Fig. 1: port wiring
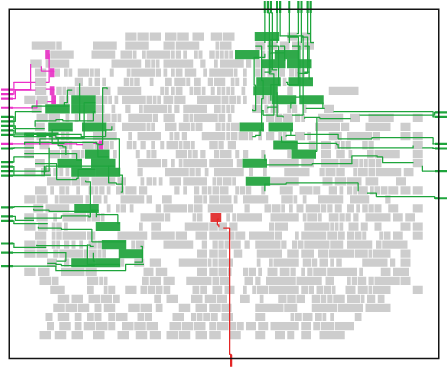
Fig. 2: routed metal, one colour a layer
The bar under the picture is 50 um long.
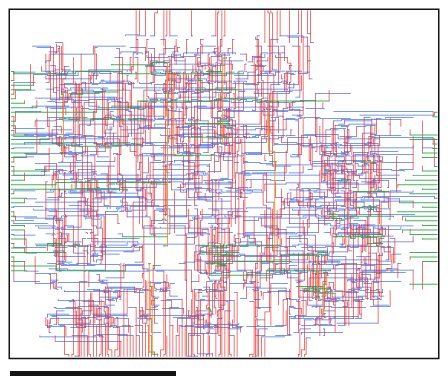
Fig. 3: pin placement
Pins as bars across the die edge, other pins in grey.
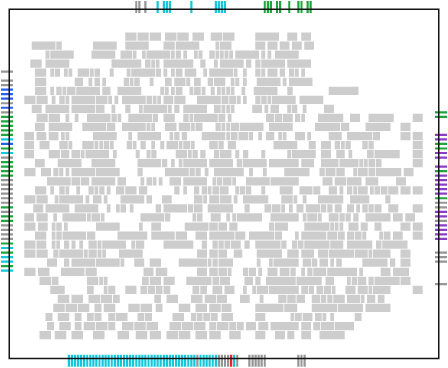
Fig. 4: placed standard cells
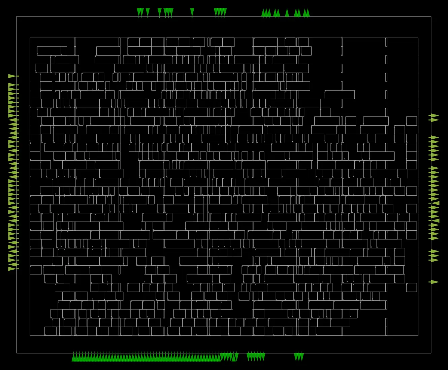
$ cat config.mk
export PLATFORM = sky130hd
export DESIGN_NAME = imm_instr_encoder
export DESIGN_NICKNAME = d
export VERILOG_FILES = /design/src/rtl/imm_enc_pkg.sv /design/src/rtl/imm_field_pack.sv /design/src/rtl/imm_instr_encoder.sv
export SDC_FILE = /design/constraint.sdc
export NUM_CORES = 1
export LEC_CHECK = 0
export CAP_MARGIN = 20
export CORE_ASPECT_RATIO = 0.8
export CORE_MARGIN = 4
export CORE_UTILIZATION = 42
export DETAILED_ROUTE_END_ITERATION = 8
export GPL_TIMING_DRIVEN = 0
export PLACE_DENSITY = 0.79
export SYNTH_ARGS = -nofsm -noshare
export SYNTH_HDL_FRONTEND = slang
export SYNTH_SLANG_ARGS = --single-unit
$ cat constraint.sdc
create_clock -name clk -period 1.75 [get_ports clk]
set_input_delay 0.2625 -clock clk [delete_from_list [all_inputs] [get_ports clk]]
set_output_delay 0.2625 -clock clk [all_outputs]
set_load 0.05 [all_outputs]
$ cat src/rtl/imm_enc_pkg.sv
// Shared types and helpers for the immediate instruction encoder.
package imm_enc_pkg;

    localparam int unsigned INSTR_W = 32;
    localparam int unsigned IMM12_W = 12;

    // opcode[6:5] format codes; bit 6 alone selects SB
    localparam logic [1:0] OPC_FMT_I  = 2'b00;
    localparam logic [1:0] OPC_FMT_S  = 2'b01;
    localparam logic [1:0] OPC_FMT_SB = 2'b10;

    typedef enum logic [1:0] {
        FMT_I  = 2'd0,
        FMT_S  = 2'd1,
        FMT_SB = 2'd2
    } fmt_e;

    // Stage A payload
    typedef struct packed {
        fmt_e               fmt;
        logic [6:0]         opcode;
        logic [2:0]         funct3;
        logic [4:0]         rd;
        logic [4:0]         rs1;
        logic [4:0]         rs2;
        logic [IMM12_W-1:0] imm;
        logic               range_err;
    } enc_req_t;

    function automatic fmt_e fmt_of(input logic [6:0] opcode);
        fmt_e f;
        case (opcode[6:5])
            OPC_FMT_I: f = FMT_I;
            OPC_FMT_S: f = FMT_S;
            default:   f = FMT_SB;
        endcase
        return f;
    endfunction

endpackage

$ cat src/rtl/imm_field_pack.sv
// Combinational packer: format + fields + 12-bit immediate -> instruction word.
module imm_field_pack
    import imm_enc_pkg::*;
(
    input  fmt_e                 fmt,
    input  logic [6:0]           opcode,
    input  logic [2:0]           funct3,
    input  logic [4:0]           rd,
    input  logic [4:0]           rs1,
    input  logic [4:0]           rs2,
    input  logic [IMM12_W-1:0]   imm,
    output logic [INSTR_W-1:0]   word
);

    // Field placement per format; SB imm is already in halfword units
    always_comb begin
        word = '0;
        case (fmt)
            FMT_I:   word = {imm[11:0], rs1, funct3, rd, opcode};
            FMT_S:   word = {imm[11:5], rs2, rs1, funct3, imm[4:0], opcode};
            FMT_SB:  word = {imm[11], imm[9:4], rs2, rs1, funct3, imm[3:0], imm[10], opcode};
            default: word = '0;
        endcase
    end

endmodule

$ cat src/rtl/imm_instr_encoder.sv
// Two-stage valid/ready encoder: 64-bit immediate + fields -> I/S/SB word.
module imm_instr_encoder
    import imm_enc_pkg::*;
#(
    parameter int unsigned IMM_W = 64,
    parameter int unsigned CNT_W = 16
) (
    input  logic               clk,
    input  logic               reset,
    input  logic               in_valid,
    output logic               in_ready,
    input  logic [6:0]         in_opcode,
    input  logic [2:0]         in_funct3,
    input  logic [4:0]         in_rd,
    input  logic [4:0]         in_rs1,
    input  logic [4:0]         in_rs2,
    input  logic [IMM_W-1:0]   in_imm,
    output logic               out_valid,
    input  logic               out_ready,
    output logic [INSTR_W-1:0] out_instr,
    output logic               out_range_err,
    output logic [CNT_W-1:0]   enc_count,
    output logic [CNT_W-1:0]   err_count
);

    localparam int unsigned  HI_W    = IMM_W - 11;
    localparam logic [CNT_W-1:0] CNT_MAX = '1;

    logic                a_valid;
    enc_req_t            a_q;
    enc_req_t            req;
    logic                adv_a;
    logic                adv_b;
    logic                out_fire;
    logic [HI_W-1:0]     imm_hi;
    logic [INSTR_W-1:0]  pack_word;

    assign adv_b    = !out_valid || out_ready;
    assign adv_a    = !a_valid || adv_b;
    assign in_ready = adv_a && !reset;
    assign out_fire = out_valid && out_ready;

    // Fits in signed 12 bits when bits [IMM_W-1:11] are all copies of the sign
    assign imm_hi = in_imm[IMM_W-1:11];

    always_comb begin
        req           = '0;
        req.fmt       = fmt_of(in_opcode);
        req.opcode    = in_opcode;
        req.funct3    = in_funct3;
        req.rd        = in_rd;
        req.rs1       = in_rs1;
        req.rs2       = in_rs2;
        req.imm       = in_imm[IMM12_W-1:0];
        req.range_err = !((&imm_hi) || (~|imm_hi));
    end

    // Stage A: capture request fields, format and range flag
    always_ff @(posedge clk) begin
        if (reset) begin
            a_valid <= 1'b0;
            a_q     <= '0;
        end else if (adv_a) begin
            a_valid <= in_valid;
            if (in_valid) begin
                a_q <= req;
            end
        end
    end

    imm_field_pack u_pack (
        .fmt    (a_q.fmt),
        .opcode (a_q.opcode),
        .funct3 (a_q.funct3),
        .rd     (a_q.rd),
        .rs1    (a_q.rs1),
        .rs2    (a_q.rs2),
        .imm    (a_q.imm),
        .word   (pack_word)
    );

    // Stage B: output register, holds while stalled
    always_ff @(posedge clk) begin
        if (reset) begin
            out_valid     <= 1'b0;
            out_instr     <= '0;
            out_range_err <= 1'b0;
        end else if (adv_b) begin
            out_valid <= a_valid;
            if (a_valid) begin
                out_instr     <= pack_word;
                out_range_err <= a_q.range_err;
            end
        end
    end

    // Saturating handshake statistics
    always_ff @(posedge clk) begin
        if (reset) begin
            enc_count <= '0;
            err_count <= '0;
        end else if (out_fire) begin
            if (enc_count != CNT_MAX) begin
                enc_count <= enc_count + CNT_W'(1);
            end
            if (out_range_err && (err_count != CNT_MAX)) begin
                err_count <= err_count + CNT_W'(1);
            end
        end
    end

endmodule
==> impl_metrics.tcl <==
# flow metrics
set metrics [dict create \
    mi_logic_area_um2 2581 \
    floorplan.nets 694 \
    max_freq_mhz 597.7 \
    hold_viol 0 \
    seqCellArea_um2 2197 \
    num-nonclk-buffers 204 \
    drive_gt1_share_pct 14.47 \
    grt_pass1_wl_um 24250 \
    cp.arrival_ns 1.41 \
    hp-start "reset" \
    startpoint_type "register" \
    bufAreaShareNonClock_pct 24.91 \
    fill_cells 976 \
    die_width_um 128.7 \
    cp.depth 4 \
    power_density_nw_per_um2 755.4 \
    rsz0062_at_grt "false" \
    outcome "complete, no violations" \
    ys_seq_share_pct 43.79 \
    hpwl_um 11530 \
    required_ns 1.49 \
    antenna_found_initial 0 \
    fin_skew_ns 0.007447 \
    wl_met2_um 6999 \
    ant_nets 0 \
    drv_cap 0 \
    r2r_start "enc_count[0]$_SDFFE_PP0P_" \
    grt_max_degree 20 \
    maxSlewHeadroom_pct 60.86 \
    finalClockPeriodUsage_pct 95.60 \
    worst_path_dominant_cell_family "buffers and inverters" \
    hp-class "in -> reg" \
    hold_depth 3 \
    clock_path_buffers 2 \
    finalWirelength_um 14980 \
    worstSetupPathType "reg -> out" \
    grt_pass1_vias 4882 \
    holdWs_ns 0.3440 \
    worstMarginPinSlew_ns 0.5871 \
    top_layer_used "met4" \
]
-- Fig. 1 (at the start) --
`in_ready`: drawn in red, bits 1, direction output, end cells 1, wire 44.2 um. `out_instr`: drawn in green, bits 32, direction output, end cells 32, wire 1340 um. `in_rs1`: drawn in magenta, bits 5, direction input, end cells 5, wire 88.3 um.

-- Fig. 2 (at the start) --
M1: drawn in blue, wire length 6670 um. M2: drawn in red, wire length 7000 um. M3: drawn in green, wire length 1050 um. M4: drawn in orange, wire length 250 um.

-- Fig. 3 (at the start) --
`in_ready`: drawn in red, pins 1, direction output, edge south. `out_instr`: drawn in green, pins 32, direction output, edge 16 west, 10 north, 6 east. `in_rs1`: drawn in blue, pins 5, direction input, edge west. `in_imm`: drawn in cyan, pins 64, direction input, edge 49 south, 9 north, 6 west. `enc_count`: drawn in purple, pins 16, direction output, edge east.

-- Fig. 4 (at the start) --
final cell count without fillers: 925
flop count: 107
row count: 34
Well Taps: 144

## stage by stage
| step | area [um2] | worst slack, ns |
|---|---|---|
| finish | 7047 | 0.07704 |
| global route | 7047 | 0.00002220 |
| CTS | 7022 | 0.001338 |
| detailed placement | 6725 | -0.7565 |
| global placement | 6725 | -0.6818 |
| floorplan | 4964 | 0.002273 |
## report_power, final
group | switching, mW | total, mW | internal [mW] | leakage (nW)
logic | 0.438 | 0.780 | 0.342 | 1.84
clock network | 0.962 | 1.96 | 0.997 | 0.141
registers | 0.0661 | 2.58 | 2.52 | 0.892
total | 1.47 | 5.32 | 3.86 | 2.87
## cell usage after synthesis (all sizes together) (11+ instances only)
library cell	instances
mux2i	11
mux2	12
dfxtp	107
inv	13
nor2b	14
clkbuf	22
nor3	14
nor4	18
nor2	67
buf	16
a22oi	16
nand3	14
nand2	106
a21oi	65
nand4	23
## cells by family after synthesis
| kind of cell | Yosys count |
|---|---|
| and+or+nand+nor | 289 |
| AOI/OAI and AO/OA | 125 |
| DFF | 107 |
| buffers and inverters | 51 |
| muxes | 23 |
| xor gates and xnor gates | 2 |
| adders and majority gates | 2 |
## state kept, by name, summed over array words and instances (netlist names)
name and count:
enc_count 16, err_count 16, a_q 40, out_valid 1, out_instr 32, out_range_err 1
a_valid 1
## worst reg2reg max path, stage by stage (launching register included)
cell and delay, ns:
dfxtp_4 0.37, ha_1 0.17, and3_1 0.21, nand3_2 0.16, nor4b_2 0.29, mux2_2 0.35
## routing by layer
layer | up-vias | track usage, %
li1 | 2505 | -
met1 | 2388 | 30.29
met2 | 194 | 34.69
met3 | 23 | 4.895
met4 | 0 | 6.522
met5 | - | 0
## repair_timing
item,CTS,global route
resized,84,15
endpoints found under the setup margin,114,36
setup buffers,8,0
pin swaps,5,1
Power figures rest on the tool's default switching activity, not on a simulated workload.
